`src/rtl/ram_arbiter_pkg.sv`:
```
// Shared types and helpers for the RAM arbiter slice.
package ram_arbiter_pkg;

    // Upper bound on requesters, sets the width of the one-hot helper input.
    localparam int MAX_REQ = 8;

    // Control pins of the shared RAM, both active low.
    typedef struct packed {
        logic cs_n;
        logic wr_n;
    } ram_ctrl_t;

    // Pin values while the RAM is not accessed.
    localparam ram_ctrl_t RAM_IDLE = '{cs_n: 1'b1, wr_n: 1'b1};

    // Index of the set bit in a one-hot vector; 0 for an all-zero vector.
    function automatic logic [2:0] onehot_to_index(input logic [MAX_REQ-1:0] onehot);
        logic [2:0] idx;
        idx = '0;
        for (int i = 0; i < MAX_REQ; i++) begin
            if (onehot[i]) begin
                idx = 3'(i);
            end
        end
        return idx;
    endfunction

endpackage

```
`src/rtl/rr_arbiter.sv`:
```
// Round-robin arbiter: one-hot grant to the first requester at or after the
// priority pointer, pointer moves past the winner after each grant.
module rr_arbiter
    import ram_arbiter_pkg::*;
#(
    parameter int N_REQ = 4
) (
    input  logic             clk,
    input  logic             reset,
    input  logic [N_REQ-1:0] req,
    output logic [N_REQ-1:0] gnt
);

    localparam int PW = (N_REQ > 1) ? $clog2(N_REQ) : 1;

    logic [PW-1:0]      ptr_reg;
    logic [PW-1:0]      scan_idx;
    logic               found;
    logic [N_REQ-1:0]   gnt_next;
    logic [MAX_REQ-1:0] gnt_wide;
    logic [2:0]         win_idx;

    // Upward scan with wrap from the pointer; reset suppresses grants so a
    // request pending across reset is dropped.
    always_comb begin
        gnt_next = '0;
        found    = 1'b0;
        scan_idx = '0;
        for (int k = 0; k < N_REQ; k++) begin
            scan_idx = PW'((int'(ptr_reg) + k) % N_REQ);
            if (!found && req[scan_idx]) begin
                gnt_next[scan_idx] = 1'b1;
                found              = 1'b1;
            end
        end
        if (reset) begin
            gnt_next = '0;
        end
    end

    assign gnt = gnt_next;

    // Widen the grant to the helper's fixed width before index conversion.
    always_comb begin
        gnt_wide           = '0;
        gnt_wide[N_REQ-1:0] = gnt_next;
    end

    assign win_idx = onehot_to_index(gnt_wide);

    // Pointer moves to the slot after the winner; holds when nothing is granted.
    always_ff @(posedge clk) begin
        if (reset) begin
            ptr_reg <= '0;
        end else if (|gnt_next) begin
            ptr_reg <= (win_idx == 3'(N_REQ - 1)) ? '0 : PW'(win_idx + 3'd1);
        end
    end

endmodule

```
`src/rtl/ram_arbiter.sv`:
```
// Shares one RAM read port and one RAM write port among N_REQ requesters with
// independent round-robin read and write arbitration.
module ram_arbiter
    import ram_arbiter_pkg::*;
#(
    parameter int N_REQ = 4,
    parameter int DW    = 4,
    parameter int AW    = 3
) (
    input  logic                clk,
    input  logic                reset,
    input  logic [N_REQ-1:0]    rd_req,
    input  logic [N_REQ*AW-1:0] rd_addr,
    output logic [N_REQ-1:0]    rd_gnt,
    output logic [N_REQ-1:0]    rd_valid,
    output logic [DW-1:0]       rd_data,
    input  logic [N_REQ-1:0]    wr_req,
    input  logic [N_REQ*AW-1:0] wr_addr,
    input  logic [N_REQ*DW-1:0] wr_data,
    output logic [N_REQ-1:0]    wr_gnt,
    output logic                ram_cs_n,
    output logic                ram_wr_n,
    output logic [AW-1:0]       ram_rd_addr,
    output logic [AW-1:0]       ram_wr_addr,
    output logic [DW-1:0]       ram_data_in,
    input  logic [DW-1:0]       ram_data_out
);

    logic [N_REQ-1:0] rd_valid_reg;
    logic [DW-1:0]    rd_data_reg;
    logic [AW-1:0]    rd_addr_sel [N_REQ];
    logic [AW-1:0]    wr_addr_sel [N_REQ];
    logic [DW-1:0]    wr_data_sel [N_REQ];
    ram_ctrl_t        ctrl;

    rr_arbiter #(.N_REQ(N_REQ)) u_rd_arb (
        .clk   (clk),
        .reset (reset),
        .req   (rd_req),
        .gnt   (rd_gnt)
    );

    rr_arbiter #(.N_REQ(N_REQ)) u_wr_arb (
        .clk   (clk),
        .reset (reset),
        .req   (wr_req),
        .gnt   (wr_gnt)
    );

    // Per-requester terms masked by the one-hot grant; OR-ing them gives the
    // winner's value, or zero when nobody is granted.
    generate
        for (genvar gi = 0; gi < N_REQ; gi++) begin : g_mux
            assign rd_addr_sel[gi] = {AW{rd_gnt[gi]}} & rd_addr[gi*AW +: AW];
            assign wr_addr_sel[gi] = {AW{wr_gnt[gi]}} & wr_addr[gi*AW +: AW];
            assign wr_data_sel[gi] = {DW{wr_gnt[gi]}} & wr_data[gi*DW +: DW];
        end
    endgenerate

    // AND-OR reduction of the masked terms into the RAM address/data pins.
    always_comb begin
        ram_rd_addr = '0;
        ram_wr_addr = '0;
        ram_data_in = '0;
        for (int i = 0; i < N_REQ; i++) begin
            ram_rd_addr = ram_rd_addr | rd_addr_sel[i];
            ram_wr_addr = ram_wr_addr | wr_addr_sel[i];
            ram_data_in = ram_data_in | wr_data_sel[i];
        end
    end

    // Chip select follows any grant, write enable follows the write grant.
    always_comb begin
        ctrl = RAM_IDLE;
        if ((|rd_gnt) || (|wr_gnt)) begin
            ctrl.cs_n = 1'b0;
        end
        if (|wr_gnt) begin
            ctrl.wr_n = 1'b0;
        end
    end

    assign ram_cs_n = ctrl.cs_n;
    assign ram_wr_n = ctrl.wr_n;

    // Capture the asynchronous RAM read for the granted reader; data hold
    // between reads.
    always_ff @(posedge clk) begin
        if (reset) begin
            rd_valid_reg <= '0;
            rd_data_reg  <= '0;
        end else begin
            rd_valid_reg <= rd_gnt;
            if (|rd_gnt) begin
                rd_data_reg <= ram_data_out;
            end
        end
    end

    assign rd_valid = rd_valid_reg;
    assign rd_data  = rd_data_reg;

endmodule

```
`config.mk`:
```
export PLATFORM = sky130hd
export DESIGN_NAME = ram_arbiter
export DESIGN_NICKNAME = d
export VERILOG_FILES = /design/src/rtl/ram_arbiter_pkg.sv /design/src/rtl/rr_arbiter.sv /design/src/rtl/ram_arbiter.sv
export SDC_FILE = /design/constraint.sdc
export NUM_CORES = 1
export LEC_CHECK = 0
export CAP_MARGIN = 10
export CORE_ASPECT_RATIO = 1.2
export CORE_UTILIZATION = 58
export DETAILED_ROUTE_END_ITERATION = 10
export DONT_BUFFER_PORTS = 1
export PLACE_DENSITY = 0.76
export SLEW_MARGIN = 20
export SYNTH_ARGS = -nofsm -noshare
export SYNTH_HDL_FRONTEND = slang
export SYNTH_SLANG_ARGS = --single-unit
```
`constraint.sdc`:
```
create_clock -name clk -period 3.4 [get_ports clk]
set_input_delay 0.68 -clock clk [delete_from_list [all_inputs] [get_ports clk]]
set_output_delay 0.68 -clock clk [all_outputs]
set_load 0.005 [all_outputs]
```
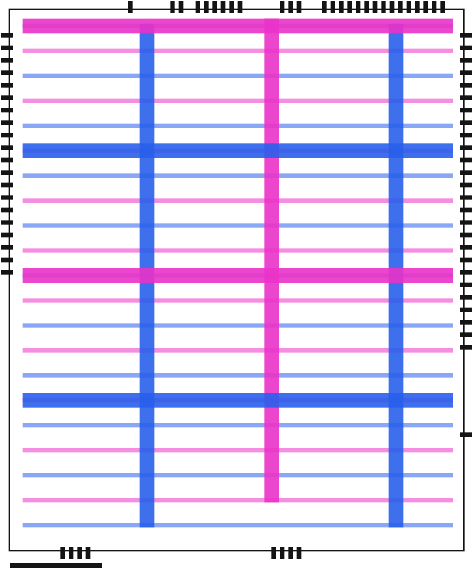
*PDN straps and rails, run 1*
Bar = 10 um. Pins as bars on the die edge.
| net | colour |
|---|---|
| VSS | blue |
| VDD | magenta |
met1 rails: 21
signal pins: 82
Die Wd: 49.4 um
VDD IR max: 0.770 mV
Core Footprint: 0.00255 sq mm
die height: 58.9 um

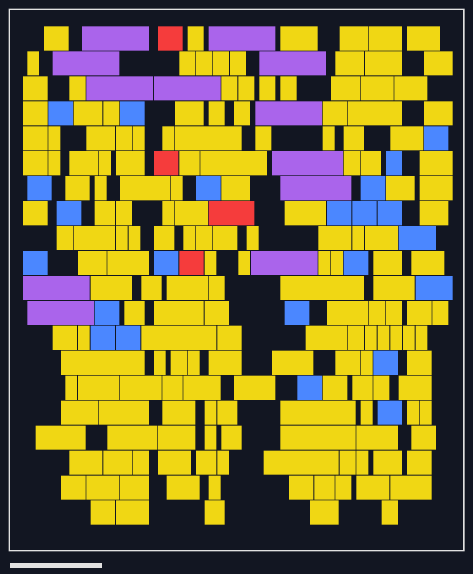
*Cells coloured by class, run 1*
Bar = 10 um.
| class | colour | cells |
|---|---|---|
| remaining logic cells | yellow | 174 |
| clock drivers and dummy loads | red | 4 |
| sequential cells | purple | 12 |
| remaining buffers and delay cells | blue | 23 |

==> flow_metrics.env, run 1 <==
# yosys + openroad results
export IMPL_netlist_cell_type_count=46
export IMPL_final_util_pct=74.5
export IMPL_ys_chip_area_sq_mm=0.00156
export IMPL_ys_flops=12
export IMPL_postCtsSetupBuffers=2
export IMPL_worst_slew_pin_slew_ns=0.366
export IMPL_final_common_cell="buf_4"
export IMPL_grt_util_met1_pct=28.0
export IMPL_layout_top_cells="20 x buf_4, 18 x nand2_1, 13 x ha_1"
export IMPL_cts_made_buffers=3
export IMPL_final_layout_size_suffix_gt1_share_pct=29.6
export IMPL_hp_class="input pin to flip-flop"
export IMPL_edf_count=0
export IMPL_syn_num_nets=262
export IMPL_power_share_clock_pct=6.9
export IMPL_crit_top_cell="a221o_1"
export IMPL_syn_mean_instance_area_sq_um=8.10
export IMPL_yosys_warnings=0
export IMPL_topCellsByArea="dfxtp_1 15%, ha_1 12%, a221o_1 5.8%"
export IMPL_nNonClkInverters=9
export IMPL_clockBufferDepth=2
export IMPL_wl_met2_um=2460
export IMPL_dp_hpwl_um=3220
export IMPL_buf_share_pct=9.34
export IMPL_met1_length_um=1740
export IMPL_maxSlewViolCount=0
export IMPL_nMultiInputCombCells=165
export IMPL_num_vias=1665
export IMPL_cts_root_buf="clkbuf_4"
export IMPL_cts_clk_slew_worst_paths_ns=0.08
export IMPL_status="complete, no violations"
export IMPL_tns_ns=0
export IMPL_finalClockSkew_ns=0.00110
export IMPL_ctsResizeCount=8
export IMPL_flops=12
export IMPL_timing_final_crit_share_pct=98.5
export IMPL_timing_rr_start="u_rd_arb.ptr_reg[1]"
export IMPL_grt_max_degree=26
export IMPL_crit_chain="inv_4 -> ha_4 -> mux4_2 -> nand2_1 -> o21ai_1 -> a221o_1 -> buf_6 -> a22o_1 -> a221o_1"
export IMPL_yosysTopAreaCellShare_pct=15.4
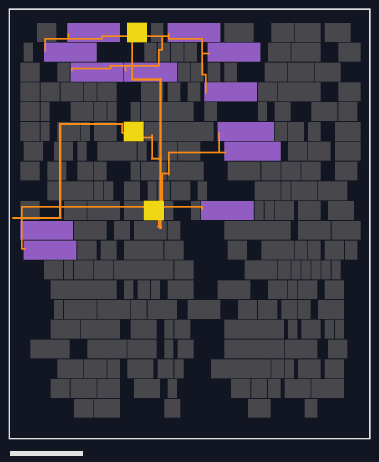
*Clock wires, drivers and flops, run 1*
Bar = 10 um.
[clock-net drivers] yellow | count: 3
[clock wires] orange | length: 173 um
[flip-flops] purple | count: 12
routed clock nets: 4

## run 1: worst paths after layout
check                        endpoint  slack (ns)  cells past startpoint
hold / removal             rd_data[3]        0.46                      1
setup / recovery       ram_wr_addr[0]        0.05                      9
hold reg to reg            rd_data[0]        0.48                      2
setup reg to reg  u_rd_arb.ptr_reg[1]        0.81                     11
## run 1: power by group through the flow
stage,clock (mW),combinational (mW),sequential (mW)
final,0.118,1.35,0.238
after global routing,0.121,1.46,0.244
after CTS,0.116,1.21,0.235
after detailed placement,0,1.13,0.238
after global placement,0,1.11,0.235
after floorplan,0,0.824,0.252
## run 1: logic make-up after synthesis
kind of cell | synth area share, %
AND-OR/OR-AND | 33.8
adder cells (fa/ha/maj) | 12.0
buffers and inverters | 4.72
flip-flops | 15.4
multiplexers | 11.6
AND/OR/NAND/NOR | 22.5
==> run 2, diff against run 1 <==
CORE_UTILIZATION = 68   (was 58)
GPL_ROUTABILITY_DRIVEN = 0   (was default)
PLACE_DENSITY = 0.84   (was 0.76)
SYNTH_HIERARCHICAL = 1   (was default)
clock period = 4.1 ns   (was 3.4 ns; I/O delays follow)
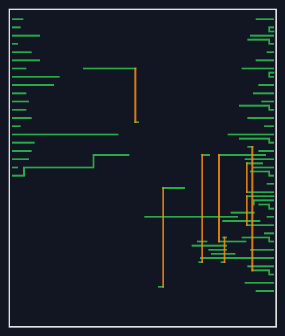
*Routed metal, one colour a layer, run 2*
Two of the layers only.
| layer | colour | wire length |
|---|---|---|
| M4 | orange | 91.1 um |
| M3 | green | 289 um |

==> run 2 against run 1 <==
Compared with the run above: the flow now finishes with violations (DRC); cell count shrank 28%; synthesized area shrank 8.7%; highest routed layer unchanged; largest cell class unchanged; largest power group unchanged; non-clock buffer count shrank 20; design area shrank 22%; clock skew grew 0.0033 ns; critical path type unchanged; die size shrank 21%.
==> flow_metrics.env, run 2 <==
# yosys + openroad results
export IMPL_status="finished, violations left"
export IMPL_violations="DRC"
export IMPL_clockBufferDepth=2
export IMPL_simple_gate_area_share_pct=23.3
export IMPL_num_vias=1301
export IMPL_xor_area_share_pct=0
export IMPL_timing_final_crit_share_pct=95.7
export IMPL_crit_chain="inv_1 -> ha_1 -> mux2_2 -> a22oi_1 -> nor2_1 -> a221o_1 -> nor2b_2 -> nor4_2 -> and2_1"
export IMPL_dp_hpwl_um=2520
export IMPL_yosys_area_share_aoi_pct=29.7
export IMPL_grt_max_degree=25
export IMPL_cts_clk_slew_worst_paths_ns=0.07
export IMPL_grt_util_met1_pct=29.4
export IMPL_maxSlewViolCount=0
export IMPL_core_sq_mm=0.00191
export IMPL_final_common_cell="a22oi_1"
export IMPL_yosysTopAreaCellShare_pct=16.8
export IMPL_ys_top_logic_family="AND-OR/OR-AND gates"
export IMPL_postCtsSetupBuffers=0
export IMPL_ys_flops=12
export IMPL_ctsResizeCount=2
export IMPL_syn_num_nets=226
export IMPL_drc=8
export IMPL_final_util_pct=77.1
export IMPL_ir_worst_vdd_mv=0.418
export IMPL_ys_chip_area_sq_mm=0.00143
export IMPL_final_layout_size_suffix_gt1_share_pct=17.7
export IMPL_cts_root_buf="clkbuf_4"
export IMPL_met1_length_um=1140
export IMPL_syn_mean_instance_area_sq_um=9.03
export IMPL_layout_top_cells="23 x a22oi_1, 14 x ha_1, 10 x nand2_1, 10 x dfxtp_1, 10 x inv_1"
export IMPL_hp_class="flip-flop to flip-flop"
export IMPL_top_power_group="combinational logic"
export IMPL_wl_met2_um=1690
export IMPL_die_width_um=43.8
export IMPL_fp_dieH_um=52.2
export IMPL_worst_slew_pin_slew_ns=0.711
export IMPL_netlist_cell_type_count=37
export IMPL_edf_count=0
export IMPL_adder_share_pct=12.3
export IMPL_grt_total_usage_pct=28.5
export IMPL_stdcell_count=177
export IMPL_tns_ns=0
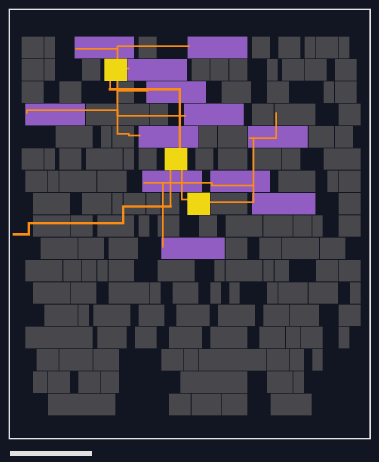
*Clock wires, drivers and flops, run 2*
Bar = 10 um.
Worst Clk Skew: 0.00441 ns
power share of the clock group: 9.0%

[run 2: path summary, 6_finish.rpt]
kind,start,end,slack [ns],cells past startpoint
min,rd_data[3],rd_data[3],0.50,2
max,u_wr_arb/ptr_reg[0],ram_cs_n,0.18,9
max reg2reg,u_rd_arb/ptr_reg[0],rd_data[1],1.21,9
min reg2reg,rd_data[3],rd_data[3],0.50,2
[run 2: through the flow]
stage	setup slack, ns	area (sq um)
floorplan	0.537	1430
global placement	0.412	1430
detailed placement	0.210	1430
CTS	0.0495	1470
global route	0.00390	1480
finish	0.177	1480
[run 2: layout make-up]
type | instances | area, sq um
tap | 19 | 23.8
clock buffer | 4 | 36.3
sequential | 12 | 243
timing repair buffer | 3 | 22.5
multi-input combinational | 129 | 1110
fill | 140 | 439
inverter | 10 | 37.5
==> run 3, diff against run 2 <==
CORE_UTILIZATION = 69   (was 68)
PLACE_DENSITY = 0.85   (was 0.84)
SYNTH_HIERARCHICAL = default   (was 1)
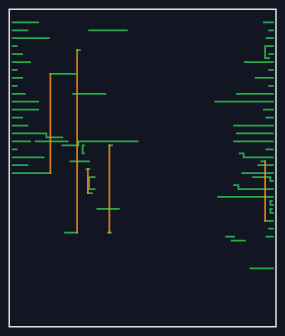
*Routed metal, one colour a layer, run 3*
Two of the layers only.
| layer | colour | wire length |
|---|---|---|
| M4 | orange | 77.5 um |
| M3 | green | 221 um |

==> run 3 against run 2 <==
Compared with the run above: the run now ends clean; combinational power grew 19%; critical endpoint unchanged; register-to-register slack got worse by 0.02 ns; largest power group unchanged; design area increased by 10%.
==> flow_metrics.env, run 3 <==
# yosys + openroad results
export IMPL_status="complete, no violations"
export IMPL_final_layout_size_suffix_gt1_share_pct=13.5
export IMPL_core_sq_mm=0.00209
export IMPL_clkCellAreaFrac_pct=1.39
export IMPL_met1_length_um=1520
export IMPL_p_clk_mw=0.0771
export IMPL_seq_share_pct=14.9
export IMPL_dp_hpwl_um=3230
export IMPL_combGateArea_sq_mm=0.00125
export IMPL_nNonClkInverters=9
export IMPL_grt_util_met1_pct=32.7
export IMPL_endpoint="ram_cs_n"
export IMPL_topCellsByArea="dfxtp_1 15%, ha_1 12%, a221o_1 5.8%"
export IMPL_final_clkbuf_count=3
export IMPL_seq_area_sq_um=241
export IMPL_r2r_slack_ns=1.19
export IMPL_yosys_area_share_aoi_pct=33.8
export IMPL_tns_ns=0
export IMPL_n_fill_cell=147
export IMPL_postCtsSetupBuffers=0
export IMPL_worstReg2RegEnd="u_rd_arb.ptr_reg[0]"
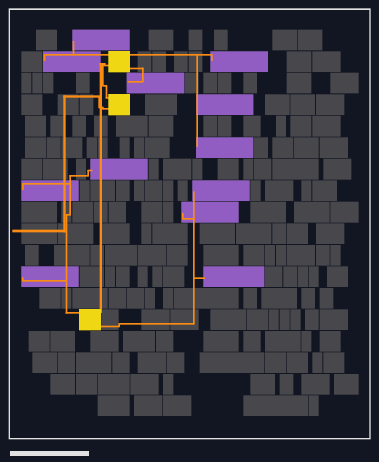
*Clock wires, drivers and flops, run 3*
Bar = 10 um.
[flip-flops] purple | count: 12
[clock wires] orange | length: 184 um
[clock-net drivers] yellow | count: 3
routed clock nets: 4

==> run 3: cell types whose count changed in the layout (fill, tap and decap cells not counted), sizes merged, moves of 5 or more <==
| cell | change |
|---|---|
| nand2 | +9 |
| and3 | +6 |
| a22oi | -17 |
| o21ai | +10 |
| nor2 | +6 |
| nor2b | -11 |
| nand3 | +9 |
| a21oi | +9 |
| a211oi | -6 |
| nand2b | -5 |
==> run 3: metrics by stage <==
step,hold slack (ns),utilization (%),cells,power (mW)
global placement,0.472,76.3,220,1.02
CTS,0.489,77.4,223,1.13
global route,0.508,77.5,223,1.23
finish,0.491,77.5,223,1.15
floorplan,0.464,-,193,0.891
detailed placement,0.479,76.3,220,1.05
Power and IR drop assume default switching activity.
